--- src/rtl/register_file_if.sv ---
// Register file port bundle: write port, two read ports, reserve port and status.
// master drives addresses/data/strobes; slave (the register file) drives read data and busy flags.
interface register_file_if #(
    parameter int N     = 16,
    parameter int DEPTH = 8
);
    localparam int A = $clog2(DEPTH);

    logic         Load;
    logic [A-1:0] DR;
    logic [N-1:0] In;
    logic [A-1:0] SR1;
    logic [A-1:0] SR2;
    logic [N-1:0] Out1;
    logic [N-1:0] Out2;
    logic         Reserve;
    logic [A-1:0] ResDR;
    logic         Busy1;
    logic         Busy2;
    logic         AnyBusy;

    modport master (
        output Load, DR, In, SR1, SR2, Reserve, ResDR,
        input  Out1, Out2, Busy1, Busy2, AnyBusy
    );

    modport slave (
        input  Load, DR, In, SR1, SR2, Reserve, ResDR,
        output Out1, Out2, Busy1, Busy2, AnyBusy
    );
endinterface

--- src/rtl/register_file.sv ---
// DEPTH x N register bank with one write port, two combinational read ports and a
// per-register pending (scoreboard) bit used to track outstanding writes.
// Ports: Clk, Reset (sync, active-high), bus (register_file_if.slave):
//   Load/DR/In write, SR1/SR2 -> Out1/Out2 read, Reserve/ResDR set pending,
//   Busy1/Busy2 pending of SR1/SR2, AnyBusy = OR of all pending bits.
// Optional: define REGFILE_BYPASS_EN for same-cycle write-through forwarding.
module register_file #(
    parameter int  N     = 16,
    parameter int  DEPTH = 8,
    localparam int A     = $clog2(DEPTH)
) (
    input logic             Clk,
    input logic             Reset,
    register_file_if.slave  bus
);

    logic [N-1:0]     mem [DEPTH];
    logic [DEPTH-1:0] pend;
    logic [DEPTH-1:0] pend_nxt;

    logic [N-1:0]     rd1;
    logic [N-1:0]     rd2;
    logic             bz1;
    logic             bz2;

    // Load clears, Reserve sets; Reserve is applied last so the new producer wins.
    // Out-of-range addresses match no entry and are therefore ignored.
    always_comb begin
        pend_nxt = pend;
        for (int i = 0; i < DEPTH; i++) begin
            if (bus.Load && bus.DR == A'(i))
                pend_nxt[i] = 1'b0;
            if (bus.Reserve && bus.ResDR == A'(i))
                pend_nxt[i] = 1'b1;
        end
    end

    always_ff @(posedge Clk) begin
        if (Reset) begin
            for (int i = 0; i < DEPTH; i++)
                mem[i] <= '0;
            pend <= '0;
        end else begin
            for (int i = 0; i < DEPTH; i++)
                if (bus.Load && bus.DR == A'(i))
                    mem[i] <= bus.In;
            pend <= pend_nxt;
        end
    end

    // Address-match read mux: an address past DEPTH-1 selects nothing and reads 0.
    always_comb begin
        rd1 = '0;
        rd2 = '0;
        bz1 = 1'b0;
        bz2 = 1'b0;
        for (int i = 0; i < DEPTH; i++) begin
            if (bus.SR1 == A'(i)) begin
                rd1 = mem[i];
                bz1 = pend[i];
            end
            if (bus.SR2 == A'(i)) begin
                rd2 = mem[i];
                bz2 = pend[i];
            end
        end
    end

`ifdef REGFILE_BYPASS_EN
    localparam logic [A:0] DEPTH_W = (A+1)'(DEPTH);

    logic fwd1;
    logic fwd2;

    // Forward the in-flight write; suppressed during reset so the cleared
    // state is what the read ports see.
    always_comb begin
        fwd1 = !Reset && bus.Load && (bus.DR == bus.SR1)
               && ({1'b0, bus.SR1} < DEPTH_W);
        fwd2 = !Reset && bus.Load && (bus.DR == bus.SR2)
               && ({1'b0, bus.SR2} < DEPTH_W);
    end

    // A forwarded value is complete, so it is busy only if the same cycle
    // also reserves that register for a new producer.
    always_comb begin
        bus.Out1  = fwd1 ? bus.In : rd1;
        bus.Out2  = fwd2 ? bus.In : rd2;
        bus.Busy1 = fwd1 ? (bus.Reserve && bus.ResDR == bus.SR1) : bz1;
        bus.Busy2 = fwd2 ? (bus.Reserve && bus.ResDR == bus.SR2) : bz2;
    end
`else
    always_comb begin
        bus.Out1  = rd1;
        bus.Out2  = rd2;
        bus.Busy1 = bz1;
        bus.Busy2 = bz2;
    end
`endif

    assign bus.AnyBusy = |pend;

endmodule
--- src/flat_wrapper.sv ---
// flat-port wrapper written by rule: the top's interface ports become plain ports
module register_file_flat 
#(
    parameter int  N     = 16,
    parameter int  DEPTH = 8,
    localparam int A     = $clog2(DEPTH)
)
  (Clk, Reset, bus_Load, bus_DR, bus_In, bus_SR1, bus_SR2, bus_Reserve, bus_ResDR, bus_Out1, bus_Out2, bus_Busy1, bus_Busy2, bus_AnyBusy);
  register_file_if #(.N(N), .DEPTH(DEPTH)) bus_i ();
  input logic Clk;
  input logic Reset;
  input wire logic [$bits(bus_i.Load)-1:0] bus_Load;
  input wire logic [$bits(bus_i.DR)-1:0] bus_DR;
  input wire logic [$bits(bus_i.In)-1:0] bus_In;
  input wire logic [$bits(bus_i.SR1)-1:0] bus_SR1;
  input wire logic [$bits(bus_i.SR2)-1:0] bus_SR2;
  input wire logic [$bits(bus_i.Reserve)-1:0] bus_Reserve;
  input wire logic [$bits(bus_i.ResDR)-1:0] bus_ResDR;
  output wire logic [$bits(bus_i.Out1)-1:0] bus_Out1;
  output wire logic [$bits(bus_i.Out2)-1:0] bus_Out2;
  output wire logic [$bits(bus_i.Busy1)-1:0] bus_Busy1;
  output wire logic [$bits(bus_i.Busy2)-1:0] bus_Busy2;
  output wire logic [$bits(bus_i.AnyBusy)-1:0] bus_AnyBusy;
  assign bus_i.Load = bus_Load;
  assign bus_i.DR = bus_DR;
  assign bus_i.In = bus_In;
  assign bus_i.SR1 = bus_SR1;
  assign bus_i.SR2 = bus_SR2;
  assign bus_i.Reserve = bus_Reserve;
  assign bus_i.ResDR = bus_ResDR;
  assign bus_Out1 = bus_i.Out1;
  assign bus_Out2 = bus_i.Out2;
  assign bus_Busy1 = bus_i.Busy1;
  assign bus_Busy2 = bus_i.Busy2;
  assign bus_AnyBusy = bus_i.AnyBusy;
  register_file #(.N(N), .DEPTH(DEPTH)) u_core (.Clk(Clk), .Reset(Reset), .bus(bus_i));
endmodule
--- config.mk ---
export PLATFORM = sky130hd
export DESIGN_NAME = register_file_flat
export DESIGN_NICKNAME = d
export VERILOG_FILES = /design/src/rtl/register_file_if.sv /design/src/rtl/register_file.sv /design/src/flat_wrapper.sv
export SDC_FILE = /design/constraint.sdc
export NUM_CORES = 1
export LEC_CHECK = 0
export CAP_MARGIN = 20
export CORE_UTILIZATION = 40
export DETAILED_ROUTE_END_ITERATION = 12
export PLACE_DENSITY = 0.62
export SLEW_MARGIN = 40
export SYNTH_ARGS = -nofsm -noshare
export SYNTH_HDL_FRONTEND = slang
export SYNTH_SLANG_ARGS = --single-unit
--- constraint.sdc ---
create_clock -name Clk -period 2.45 [get_ports Clk]
set_input_delay 0.3675 -clock Clk [delete_from_list [all_inputs] [get_ports Clk]]
set_output_delay 0.3675 -clock Clk [all_outputs]
set_load 0.02 [all_outputs]
Figure 1. Cell classes on the final placement.
Scale: 3 px per um. Fill, decap, tap and diode cells in grey.
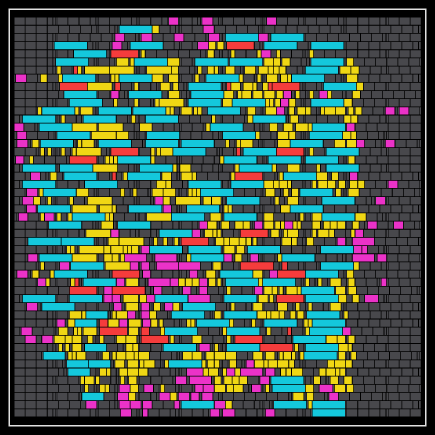
legend:
  flops:
    colour: cyan
    cells: 136
    share_of_their_area: 45%
  all other logic:
    colour: yellow
    cells: 452
    share_of_their_area: 35%
  other buffers and delay cells:
    colour: magenta
    cells: 128
    share_of_their_area: 13%
  clock drivers and dummy loads:
    colour: red
    cells: 31
    share_of_their_area: 6.4%

Figure 2. Port wiring.
Scale: 3 px per um.
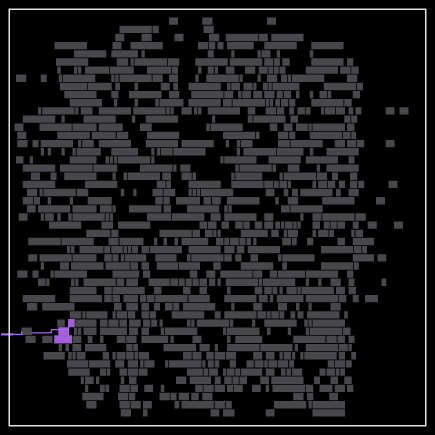
legend:
  bus_Reserve:
    colour: purple
    bits: 1
    direction: input
    edge: left
    end_cells: 4
    wire: 27.1 um

Figure 3. Clock nets.
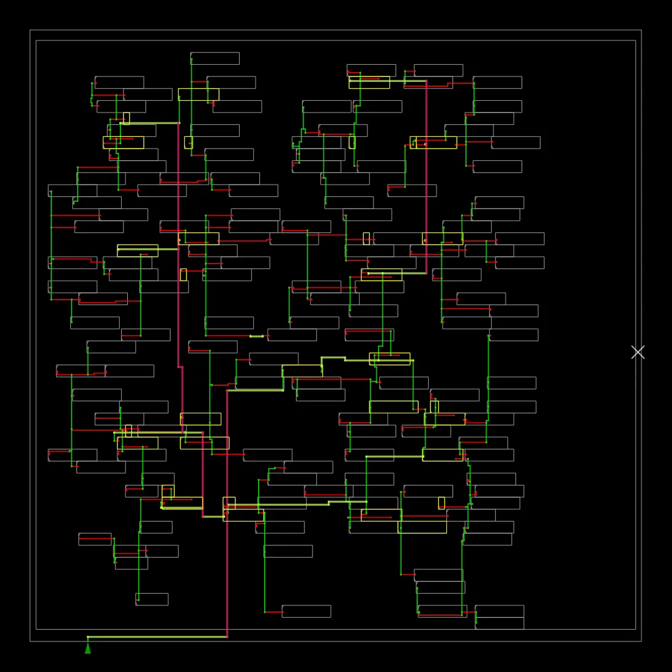
largest clock skew in the final design: 0 ns
total CTS buffers: 17
number of clock sinks seen by CTS: 136

==> run notes <==
In this run the number of H-tree levels came out at 4. Flip-flop count of the largest register, all copies and words added: 128. Across all stage logs, warnings added up to 27. The initial core utilization is 41.13%.

Kind of critical path: input port to output pin. Per the OpenROAD floorplan log, the width of the die is 138.4 um. The final timing summary puts the cycle share of the worst path at 100.7%. Entering global routing, the biggest net connects 31 pins.

With the total iterations of the first detailed-routing run at 9, the total of hold buffers inserted after clock tree synthesis is 0. Before CTS, the worst setup slack after placement is -0.3945 ns. Looking at hold timing, the worst path starts from u_core.pend[6]$_SDFFE_PP0P_. Routed wirelength normalized by instance count: 21.82 um. Per the detail_route log, met2 wirelength is 10,650 um. The run gives 0.4400 ns for the slew at the pin closest to its max-slew limit.

Overall routing resource usage: 22.92%. For this run, design rule violations remaining after detail routing come to 2. With the total of fill cells in the finished design at 1,564, the net switching power of the design is 1.592 mW. The most common flop cell mapped by yosys is sky130_fd_sc_hd__edfxtp_1.

The highest-utilization routing layer at the global route stage was met2. The root buffer cell chosen for the clock tree is sky130_fd_sc_hd__clkbuf_16. The first global-routing pass estimated 32,700 um of wire. The run gives 0 for the count of max-cap constraint violations.

The tools report the met3 wire length as 1366 um. OpenSTA lists the critical path endpoint as bus_Out1[15]. The run gives 3 as the final-report setup violation count. Per the OpenROAD floorplan log, the height of the die is 138.4 um. Per the synthesis report, the simple-gate share of the synthesized area is 16.89%.

The longest incremental delay of any stage on the critical path is reported as 0.54 ns. The worst-case setup margin in the final layout is -0.01802 ns, and the number of pins with negative max-slew slack in the final report is 0. The post-route report lists met1 wire length as 8866 um. The largest fanout on the critical path works out to 22.

After the flow finishes, the layout carries non-filler instances totaling 976. The run finished, with violations left. The endpoint kind of the worst setup timing path was an output pin.

In this run the number of cells on the critical path is 6. The tools report the hold-critical path endpoint as u_core.pend[6]$_SDFFE_PP0P_. Derived from the worst setup path, the maximum achievable clock frequency is 0.4052 GHz.

In the final layout, the share of cells above drive strength 1 is 17.94%. The power share of the clock group came out at 39.6%. The number of diodes added for antenna fixing came out at 0. The run gives 51.67% for the area fraction of the dominant cell type after synthesis. The checks that failed: DRC, setup timing.

Dividing total power by cell area gives a power density of 686.9 nW/um2. The run gives 44.4% for the power share of the sequential group.
Figure 4. Metal 2.
Scale: 3 px per um.
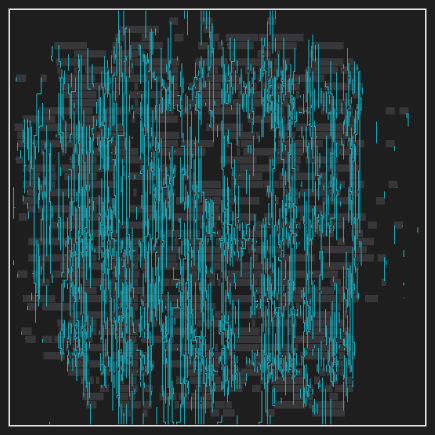
nets with wire on the layer: 654
wire length on this layer: 10,600 um
longest straight run: 67.7 um
share of all routed wire: 50%

Figure 5. Clock distribution.
Scale: 3 px per um.
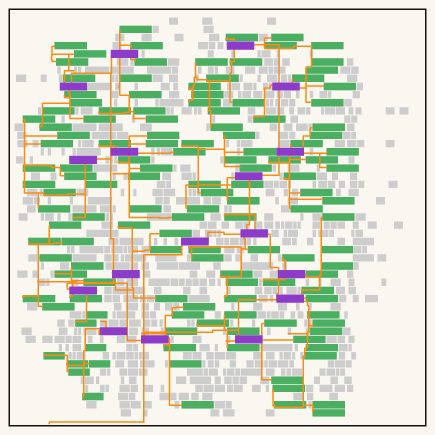
legend:
  clock wires:
    colour: orange
    length: 1,730 um
  cells driving clock nets:
    colour: purple
    count: 17
  flip-flops:
    colour: green
    count: 136
flops lie: widely spread
routed clock nets: 18

==> layout make-up <==
cell class                 instances  area (um2)  share of cell area [%]
clock buffer                      19       432.9                   4.703
clock inverter                    12       133.9                   1.454
inverter                          35       131.4                   1.427
multi-input combinational        417        3013                   32.73
sequential                       136        4004                   43.50
tap                              229       286.5                   3.113
timing repair buffer             128        1204                   13.08
==> layout by cell type (no fill, tap or decap), drive strengths merged, types with 3 or more instances in the layout <==
master	n
clkbuf	19
edfxtp	128
nand4bb	3
clkdlybuf4s50	27
nand2b	23
or3b	10
clkinv	7
inv	35
dfxtp	8
bufinv	3
o32a	12
nor2	104
dlygate4sd2	31
nor3b	13
a22o	24
mux2	7
mux2i	25
a211oi	13
o21ai	33
buf	67
a21o	12
nand2	38
mux4	19
a31oi	10
a32oi	16
nor2b	35
Power is estimated from default activity; no workload was simulated.
